sizes.png
Scale: 2 px per um.
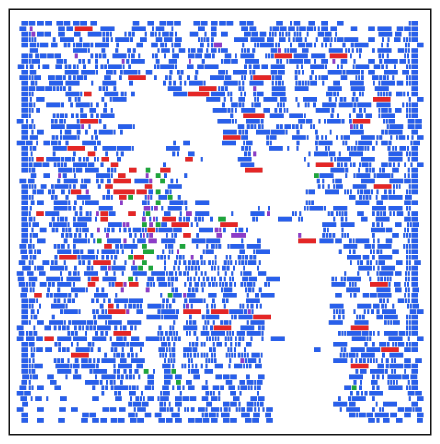
io_fan.png
Scale: 1 px per um.
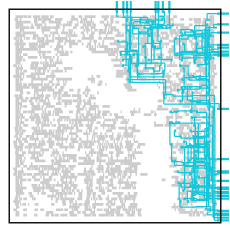
io_placement.png
Scale: 2 px per um. Pins as bars across the die edge, other pins in grey.
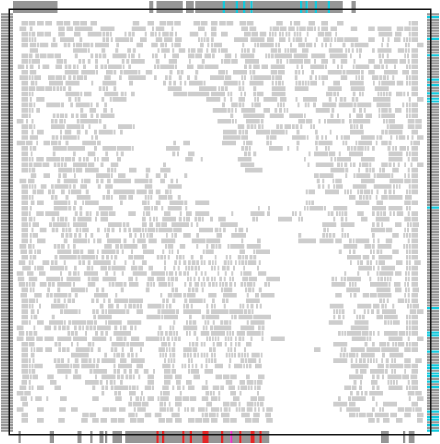
placement.png
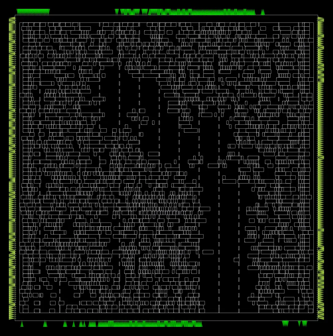
wires.png
Scale: 2 px per um. Two of the layers only.
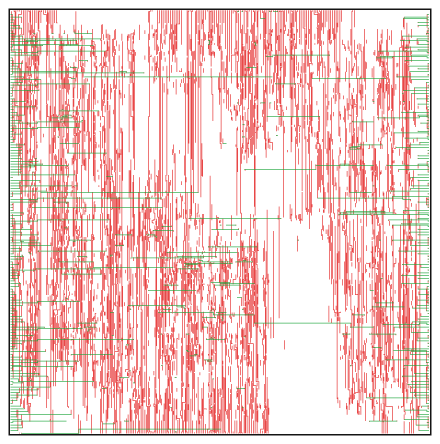
**src/rtl/dmem_port_arbiter_if.sv**
```systemverilog
// rtl/dmem_port_arbiter_if.sv - requester, vector-LSU and data-memory signals of the dmem port arbiter
interface dmem_port_arbiter_if #(
  parameter int ADDR_W = 12,
  parameter int DATA_W = 32
);
  logic              core_req;
  logic [ADDR_W-1:0] core_addr;
  logic [3:0]        core_we;
  logic [DATA_W-1:0] core_wdata;
  logic              core_gnt;
  logic              core_rvalid;
  logic [DATA_W-1:0] core_rdata;

  logic              con_req;
  logic [ADDR_W-1:0] con_addr;
  logic [3:0]        con_we;
  logic [DATA_W-1:0] con_wdata;
  logic              con_gnt;
  logic              con_rvalid;
  logic [DATA_W-1:0] con_rdata;

  logic              vec_req;
  logic              vec_store;
  logic [ADDR_W-1:0] vec_addr;
  logic [ADDR_W-1:0] vec_stride;
  logic [DATA_W-1:0] vec_wdata_0, vec_wdata_1, vec_wdata_2, vec_wdata_3;
  logic              vec_gnt;
  logic              vec_busy;
  logic              vec_done;
  logic [DATA_W-1:0] vec_rdata_0, vec_rdata_1, vec_rdata_2, vec_rdata_3;

  logic              mem_en;
  logic [ADDR_W-1:0] mem_addr;
  logic [3:0]        mem_we;
  logic [DATA_W-1:0] mem_wdata;
  logic [DATA_W-1:0] mem_rdata;

  // Requesters and the memory macro sit on the master side.
  modport master (
    output core_req, core_addr, core_we, core_wdata,
    input  core_gnt, core_rvalid, core_rdata,
    output con_req, con_addr, con_we, con_wdata,
    input  con_gnt, con_rvalid, con_rdata,
    output vec_req, vec_store, vec_addr, vec_stride,
    output vec_wdata_0, vec_wdata_1, vec_wdata_2, vec_wdata_3,
    input  vec_gnt, vec_busy, vec_done,
    input  vec_rdata_0, vec_rdata_1, vec_rdata_2, vec_rdata_3,
    input  mem_en, mem_addr, mem_we, mem_wdata,
    output mem_rdata
  );

  modport slave (
    input  core_req, core_addr, core_we, core_wdata,
    output core_gnt, core_rvalid, core_rdata,
    input  con_req, con_addr, con_we, con_wdata,
    output con_gnt, con_rvalid, con_rdata,
    input  vec_req, vec_store, vec_addr, vec_stride,
    input  vec_wdata_0, vec_wdata_1, vec_wdata_2, vec_wdata_3,
    output vec_gnt, vec_busy, vec_done,
    output vec_rdata_0, vec_rdata_1, vec_rdata_2, vec_rdata_3,
    output mem_en, mem_addr, mem_we, mem_wdata,
    input  mem_rdata
  );
endinterface

```
**src/rtl/dmem_port_arbiter.sv**
```systemverilog
// rtl/dmem_port_arbiter.sv - round-robin data-memory port arbiter: core, mcont, 4-beat vector bursts
// Optional stall_cnt output enabled by DMEM_ARB_PERF_EN.
module dmem_port_arbiter #(
  parameter int ADDR_W = 12,
  parameter int DATA_W = 32
) (
  input  logic                 clk,
  input  logic                 rst,
  dmem_port_arbiter_if.slave   bus
`ifdef DMEM_ARB_PERF_EN
  ,
  output logic [15:0]          stall_cnt
`endif
);
  localparam logic [1:0] S_IDLE   = 2'd0;
  localparam logic [1:0] S_VBURST = 2'd1;
  localparam logic [1:0] S_VDRAIN = 2'd2;

  logic [1:0]        state;
  logic [1:0]        ptr;
  logic [1:0]        beat;
  logic [ADDR_W-1:0] burst_addr;
  logic [ADDR_W-1:0] stride;
  logic              store;
  logic [DATA_W-1:0] wd_1, wd_2, wd_3;
  logic [DATA_W-1:0] lane_wdata;
  logic              cap_valid;
  logic [1:0]        cap_lane;
  logic              core_rd_q, con_rd_q, done_q;
  logic [DATA_W-1:0] rd_0, rd_1, rd_2, rd_3;

  logic core_gnt, con_gnt, vec_gnt, vec_elig;

  assign vec_elig = bus.vec_req && (state == S_IDLE);

  // ptr names the requester with top priority: 0 core, 1 con, 2 vec.
  always_comb begin
    core_gnt = 1'b0;
    con_gnt  = 1'b0;
    vec_gnt  = 1'b0;
    if (!rst && state != S_VBURST) begin
      case (ptr)
        2'd0: begin
          if (bus.core_req)     core_gnt = 1'b1;
          else if (bus.con_req) con_gnt  = 1'b1;
          else if (vec_elig)    vec_gnt  = 1'b1;
        end
        2'd1: begin
          if (bus.con_req)       con_gnt  = 1'b1;
          else if (vec_elig)     vec_gnt  = 1'b1;
          else if (bus.core_req) core_gnt = 1'b1;
        end
        default: begin
          if (vec_elig)          vec_gnt  = 1'b1;
          else if (bus.core_req) core_gnt = 1'b1;
          else if (bus.con_req)  con_gnt  = 1'b1;
        end
      endcase
    end
  end

  always_comb begin
    case (beat)
      2'd1:    lane_wdata = wd_1;
      2'd2:    lane_wdata = wd_2;
      default: lane_wdata = wd_3;
    endcase
  end

  always_comb begin
    bus.mem_en    = 1'b0;
    bus.mem_addr  = '0;
    bus.mem_we    = 4'h0;
    bus.mem_wdata = '0;
    if (core_gnt) begin
      bus.mem_en    = 1'b1;
      bus.mem_addr  = bus.core_addr;
      bus.mem_we    = bus.core_we;
      bus.mem_wdata = bus.core_wdata;
    end else if (con_gnt) begin
      bus.mem_en    = 1'b1;
      bus.mem_addr  = bus.con_addr;
      bus.mem_we    = bus.con_we;
      bus.mem_wdata = bus.con_wdata;
    end else if (vec_gnt) begin
      bus.mem_en    = 1'b1;
      bus.mem_addr  = bus.vec_addr;
      bus.mem_we    = bus.vec_store ? 4'hF : 4'h0;
      bus.mem_wdata = bus.vec_wdata_0;
    end else if (!rst && state == S_VBURST) begin
      bus.mem_en    = 1'b1;
      bus.mem_addr  = burst_addr;
      bus.mem_we    = store ? 4'hF : 4'h0;
      bus.mem_wdata = lane_wdata;
    end
  end

  always_ff @(posedge clk) begin
    if (rst) begin
      state      <= S_IDLE;
      ptr        <= 2'd0;
      beat       <= 2'd0;
      burst_addr <= '0;
      stride     <= '0;
      store      <= 1'b0;
      wd_1       <= '0;
      wd_2       <= '0;
      wd_3       <= '0;
      cap_valid  <= 1'b0;
      cap_lane   <= 2'd0;
      core_rd_q  <= 1'b0;
      con_rd_q   <= 1'b0;
      done_q     <= 1'b0;
      rd_0       <= '0;
      rd_1       <= '0;
      rd_2       <= '0;
      rd_3       <= '0;
    end else begin
      core_rd_q <= core_gnt && (bus.core_we == 4'h0);
      con_rd_q  <= con_gnt && (bus.con_we == 4'h0);
      done_q    <= (state == S_VDRAIN);
      cap_valid <= 1'b0;
      if (core_gnt)     ptr <= 2'd1;
      else if (con_gnt) ptr <= 2'd2;
      else if (vec_gnt) ptr <= 2'd0;

      case (state)
        S_IDLE: begin
          if (vec_gnt) begin
            state      <= S_VBURST;
            beat       <= 2'd1;
            burst_addr <= bus.vec_addr + bus.vec_stride;
            stride     <= bus.vec_stride;
            store      <= bus.vec_store;
            wd_1       <= bus.vec_wdata_1;
            wd_2       <= bus.vec_wdata_2;
            wd_3       <= bus.vec_wdata_3;
            cap_valid  <= !bus.vec_store;
            cap_lane   <= 2'd0;
          end
        end
        S_VBURST: begin
          burst_addr <= burst_addr + stride;
          beat       <= beat + 2'd1;
          cap_valid  <= !store;
          cap_lane   <= beat;
          if (beat == 2'd3) state <= S_VDRAIN;
        end
        default: state <= S_IDLE;
      endcase

      // Lane data returns one cycle after its beat was issued.
      if (cap_valid) begin
        case (cap_lane)
          2'd0:    rd_0 <= bus.mem_rdata;
          2'd1:    rd_1 <= bus.mem_rdata;
          2'd2:    rd_2 <= bus.mem_rdata;
          default: rd_3 <= bus.mem_rdata;
        endcase
      end
    end
  end

  assign bus.core_gnt    = core_gnt;
  assign bus.con_gnt     = con_gnt;
  assign bus.vec_gnt     = vec_gnt;
  assign bus.core_rvalid = core_rd_q;
  assign bus.con_rvalid  = con_rd_q;
  assign bus.core_rdata  = core_rd_q ? bus.mem_rdata : '0;
  assign bus.con_rdata   = con_rd_q ? bus.mem_rdata : '0;
  assign bus.vec_busy    = !rst && (vec_gnt || state != S_IDLE);
  assign bus.vec_done    = done_q;
  assign bus.vec_rdata_0 = rd_0;
  assign bus.vec_rdata_1 = rd_1;
  assign bus.vec_rdata_2 = rd_2;
  assign bus.vec_rdata_3 = rd_3;

`ifdef DMEM_ARB_PERF_EN
  always_ff @(posedge clk) begin
    if (rst) begin
      stall_cnt <= 16'd0;
    end else if (((bus.core_req && !core_gnt) || (bus.con_req && !con_gnt))
                 && stall_cnt != 16'hFFFF) begin
      stall_cnt <= stall_cnt + 16'd1;
    end
  end
`endif
endmodule
```
**src/flat_wrapper.sv**
```systemverilog
// flat-port wrapper written by rule: the top's interface ports become plain ports
module dmem_port_arbiter_flat 
#(
  parameter int ADDR_W = 12,
  parameter int DATA_W = 32
)
  (clk, rst, bus_core_req, bus_core_addr, bus_core_we, bus_core_wdata, bus_core_gnt, bus_core_rvalid, bus_core_rdata, bus_con_req, bus_con_addr, bus_con_we, bus_con_wdata, bus_con_gnt, bus_con_rvalid, bus_con_rdata, bus_vec_req, bus_vec_store, bus_vec_addr, bus_vec_stride, bus_vec_wdata_0, bus_vec_wdata_1, bus_vec_wdata_2, bus_vec_wdata_3, bus_vec_gnt, bus_vec_busy, bus_vec_done, bus_vec_rdata_0, bus_vec_rdata_1, bus_vec_rdata_2, bus_vec_rdata_3, bus_mem_en, bus_mem_addr, bus_mem_we, bus_mem_wdata, bus_mem_rdata);
  dmem_port_arbiter_if #(.ADDR_W(ADDR_W), .DATA_W(DATA_W)) bus_i ();
  input  logic clk;
  input  logic rst;
  input wire logic [$bits(bus_i.core_req)-1:0] bus_core_req;
  input wire logic [$bits(bus_i.core_addr)-1:0] bus_core_addr;
  input wire logic [$bits(bus_i.core_we)-1:0] bus_core_we;
  input wire logic [$bits(bus_i.core_wdata)-1:0] bus_core_wdata;
  output wire logic [$bits(bus_i.core_gnt)-1:0] bus_core_gnt;
  output wire logic [$bits(bus_i.core_rvalid)-1:0] bus_core_rvalid;
  output wire logic [$bits(bus_i.core_rdata)-1:0] bus_core_rdata;
  input wire logic [$bits(bus_i.con_req)-1:0] bus_con_req;
  input wire logic [$bits(bus_i.con_addr)-1:0] bus_con_addr;
  input wire logic [$bits(bus_i.con_we)-1:0] bus_con_we;
  input wire logic [$bits(bus_i.con_wdata)-1:0] bus_con_wdata;
  output wire logic [$bits(bus_i.con_gnt)-1:0] bus_con_gnt;
  output wire logic [$bits(bus_i.con_rvalid)-1:0] bus_con_rvalid;
  output wire logic [$bits(bus_i.con_rdata)-1:0] bus_con_rdata;
  input wire logic [$bits(bus_i.vec_req)-1:0] bus_vec_req;
  input wire logic [$bits(bus_i.vec_store)-1:0] bus_vec_store;
  input wire logic [$bits(bus_i.vec_addr)-1:0] bus_vec_addr;
  input wire logic [$bits(bus_i.vec_stride)-1:0] bus_vec_stride;
  input wire logic [$bits(bus_i.vec_wdata_0)-1:0] bus_vec_wdata_0;
  input wire logic [$bits(bus_i.vec_wdata_1)-1:0] bus_vec_wdata_1;
  input wire logic [$bits(bus_i.vec_wdata_2)-1:0] bus_vec_wdata_2;
  input wire logic [$bits(bus_i.vec_wdata_3)-1:0] bus_vec_wdata_3;
  output wire logic [$bits(bus_i.vec_gnt)-1:0] bus_vec_gnt;
  output wire logic [$bits(bus_i.vec_busy)-1:0] bus_vec_busy;
  output wire logic [$bits(bus_i.vec_done)-1:0] bus_vec_done;
  output wire logic [$bits(bus_i.vec_rdata_0)-1:0] bus_vec_rdata_0;
  output wire logic [$bits(bus_i.vec_rdata_1)-1:0] bus_vec_rdata_1;
  output wire logic [$bits(bus_i.vec_rdata_2)-1:0] bus_vec_rdata_2;
  output wire logic [$bits(bus_i.vec_rdata_3)-1:0] bus_vec_rdata_3;
  output wire logic [$bits(bus_i.mem_en)-1:0] bus_mem_en;
  output wire logic [$bits(bus_i.mem_addr)-1:0] bus_mem_addr;
  output wire logic [$bits(bus_i.mem_we)-1:0] bus_mem_we;
  output wire logic [$bits(bus_i.mem_wdata)-1:0] bus_mem_wdata;
  input wire logic [$bits(bus_i.mem_rdata)-1:0] bus_mem_rdata;
  assign bus_i.core_req = bus_core_req;
  assign bus_i.core_addr = bus_core_addr;
  assign bus_i.core_we = bus_core_we;
  assign bus_i.core_wdata = bus_core_wdata;
  assign bus_core_gnt = bus_i.core_gnt;
  assign bus_core_rvalid = bus_i.core_rvalid;
  assign bus_core_rdata = bus_i.core_rdata;
  assign bus_i.con_req = bus_con_req;
  assign bus_i.con_addr = bus_con_addr;
  assign bus_i.con_we = bus_con_we;
  assign bus_i.con_wdata = bus_con_wdata;
  assign bus_con_gnt = bus_i.con_gnt;
  assign bus_con_rvalid = bus_i.con_rvalid;
  assign bus_con_rdata = bus_i.con_rdata;
  assign bus_i.vec_req = bus_vec_req;
  assign bus_i.vec_store = bus_vec_store;
  assign bus_i.vec_addr = bus_vec_addr;
  assign bus_i.vec_stride = bus_vec_stride;
  assign bus_i.vec_wdata_0 = bus_vec_wdata_0;
  assign bus_i.vec_wdata_1 = bus_vec_wdata_1;
  assign bus_i.vec_wdata_2 = bus_vec_wdata_2;
  assign bus_i.vec_wdata_3 = bus_vec_wdata_3;
  assign bus_vec_gnt = bus_i.vec_gnt;
  assign bus_vec_busy = bus_i.vec_busy;
  assign bus_vec_done = bus_i.vec_done;
  assign bus_vec_rdata_0 = bus_i.vec_rdata_0;
  assign bus_vec_rdata_1 = bus_i.vec_rdata_1;
  assign bus_vec_rdata_2 = bus_i.vec_rdata_2;
  assign bus_vec_rdata_3 = bus_i.vec_rdata_3;
  assign bus_mem_en = bus_i.mem_en;
  assign bus_mem_addr = bus_i.mem_addr;
  assign bus_mem_we = bus_i.mem_we;
  assign bus_mem_wdata = bus_i.mem_wdata;
  assign bus_i.mem_rdata = bus_mem_rdata;
  dmem_port_arbiter #(.ADDR_W(ADDR_W), .DATA_W(DATA_W)) u_core (.clk(clk), .rst(rst), .bus(bus_i));
endmodule
```
**config.mk**
```make
export PLATFORM = sky130hd
export DESIGN_NAME = dmem_port_arbiter_flat
export DESIGN_NICKNAME = d
export VERILOG_FILES = /design/src/rtl/dmem_port_arbiter_if.sv /design/src/rtl/dmem_port_arbiter.sv /design/src/flat_wrapper.sv
export SDC_FILE = /design/constraint.sdc
export NUM_CORES = 1
export LEC_CHECK = 0
export ABC_AREA = 1
export ABC_CLOCK_PERIOD_IN_PS = 3500
export CAP_MARGIN = 20
export CORE_AREA = 3 3 207 209
export CTS_BUF_LIST = sky130_fd_sc_hd__clkbuf_16
export CTS_CLUSTER_SIZE = 24
export DETAILED_ROUTE_END_ITERATION = 7
export DIE_AREA = 0 0 210 212
export GPL_ROUTABILITY_DRIVEN = 0
export GPL_TIMING_DRIVEN = 0
export SYNTH_ARGS = -nofsm -noshare
export SYNTH_HDL_FRONTEND = slang
export SYNTH_SLANG_ARGS = --single-unit
```
**constraint.sdc**
```tcl
create_clock -name clk -period 3.5 [get_ports clk]
set_input_delay 0.7 -clock clk [delete_from_list [all_inputs] [get_ports clk]]
set_output_delay 0.7 -clock clk [all_outputs]
set_load 0.01 [all_outputs]
```
==> results.toml <==
# physical design summary
[cts]
numCtsBuffers = 30
hold_buffers = 0
clkLatencyLatePin_ns = 0.56

[final_timing]
skew_ns = 0.01333
hold_ws_ns = 0.4512
tns_ns = 0
slew_headroom_pct = 51.97

[worst_setup_path]
cp-start-kind = "primary input"
critPathMaxFanout = 10
crit_family = "buffers and inverters"
critPathKind = "in -> out"
r2r-end = "u_core.bus.vec_rdata_2[18]"
required_ns = 2.80
cpMaxStageDelayCell = "clkdlybuf4s50_1"
path_buffers = 6
worstPathArrival_ns = 2.64

[floorplanning]
initial_core_util_pct = 30.92

[synth]
synth_cells = 1864
syn_area_per_cell_um2 = 6.804
largest_area_cell = "dfxtp_1"

[status]
status = "finished clean"

[global_routing]
first_global_vias = 14340

[drt]
drc_errors = 0

[pwr]
comb-power_mw = 1.37
About sizes.png:
colour	size	cells	most used
green	_3 and _4 cells	26	buf_4
purple	_2 cells	51	clkinv_2
red	_6 and larger	64	clkbuf_16
blue	_0 and _1 cells	2,320	clkdlybuf4s50_1
cell area after layout: 19,900 um^2
area growth from synthesis to layout: 56.91%
final worst setup slack: 0.1565 ns
number of non-clock buffers in the layout: 664

About io_fan.png:
colour	port	bits	direction	end cells	buffers	wire
cyan	bus_mem_rdata	32	input	192	32	4,680 um
I/O Buffers: 532
I/O pin total: 534

About io_placement.png:
colour	port	pins	direction	edge
magenta	bus_vec_gnt	1	output	bottom
cyan	bus_mem_rdata	32	input	24 right, 8 top
red	bus_core_addr	12	input	bottom
all pins by edge	154 left, 154 right, 126 top, 100 bottom
Chip Height: 212 um
chip width: 210 um

About placement.png:
CORE AREA: 41,020 um^2
row count: 74
Seq/total area: 26.26%
# Taps: 532

About wires.png:
colour	layer	wire length
red	metal 2	30.6 mm
green	metal 3	4,380 um
GRT Total Usage: 24.84%
wire length per cell: 19.55 um
DR vias: 14.64k
final WL: 58,560 um

[sequential cells by signal (all words and copies together), names as in the netlist]
signal,cells
u_core.beat,2
u_core.bus.vec_rdata_2,32
u_core.bus.vec_rdata_1,32
u_core.cap_valid,1
u_core.wd_1,32
u_core.cap_lane,2
u_core.bus.vec_done,1
u_core.ptr,2
u_core.bus.vec_rdata_0,32
u_core.state,2
u_core.bus.core_rvalid,1
u_core.bus.vec_rdata_3,32
u_core.wd_2,32
u_core.bus.con_rvalid,1
u_core.wd_3,32
u_core.burst_addr,12
u_core.store,1
u_core.stride,12
[area by class of cell]
type | instances | area [um^2]
antenna | 2 | 5.005
buffer | 123 | 772.0
clock buffer | 31 | 775.7
clock inverter | 25 | 198.9
fill | 4141 | 21120
inverter | 222 | 838.3
multi-input combinational | 1258 | 5979
sequential | 261 | 5226
tap | 532 | 665.6
timing repair buffer | 541 | 5438
[how the worst min path moves through the flow]
stage / from / to / slack (ns) / depth (start not counted)
4_1_cts: u_core.wd_2[1] / u_core.wd_2[1] / 0.45 / 2
3_5_place_dp: u_core.wd_1[0] / u_core.wd_1[0] / 0.44 / 2
2_1_floorplan: u_core.wd_1[0] / u_core.wd_1[0] / 0.43 / 2
5_1_grt: u_core.wd_2[25] / u_core.wd_2[25] / 0.47 / 2
3_3_place_gp: u_core.wd_2[16] / u_core.wd_2[16] / 0.44 / 2
6_report: u_core.wd_1[0] / u_core.wd_1[0] / 0.45 / 2
[worst reg2reg max path: cells and delay by family, from the launching register on]
family / cells / cell delay (ns)
buffers and inverters: 2 / 0.59
flip-flops: 1 / 0.42
AND/OR/NAND/NOR: 4 / 0.79
[repair_timing]
| action | CTS | global route |
|---|---|---|
| buffers inserted | 7 | 2 |
| endpoints found under the setup margin | 52 | 28 |
| pin swaps | 3 | 1 |
| resized | 69 | 37 |
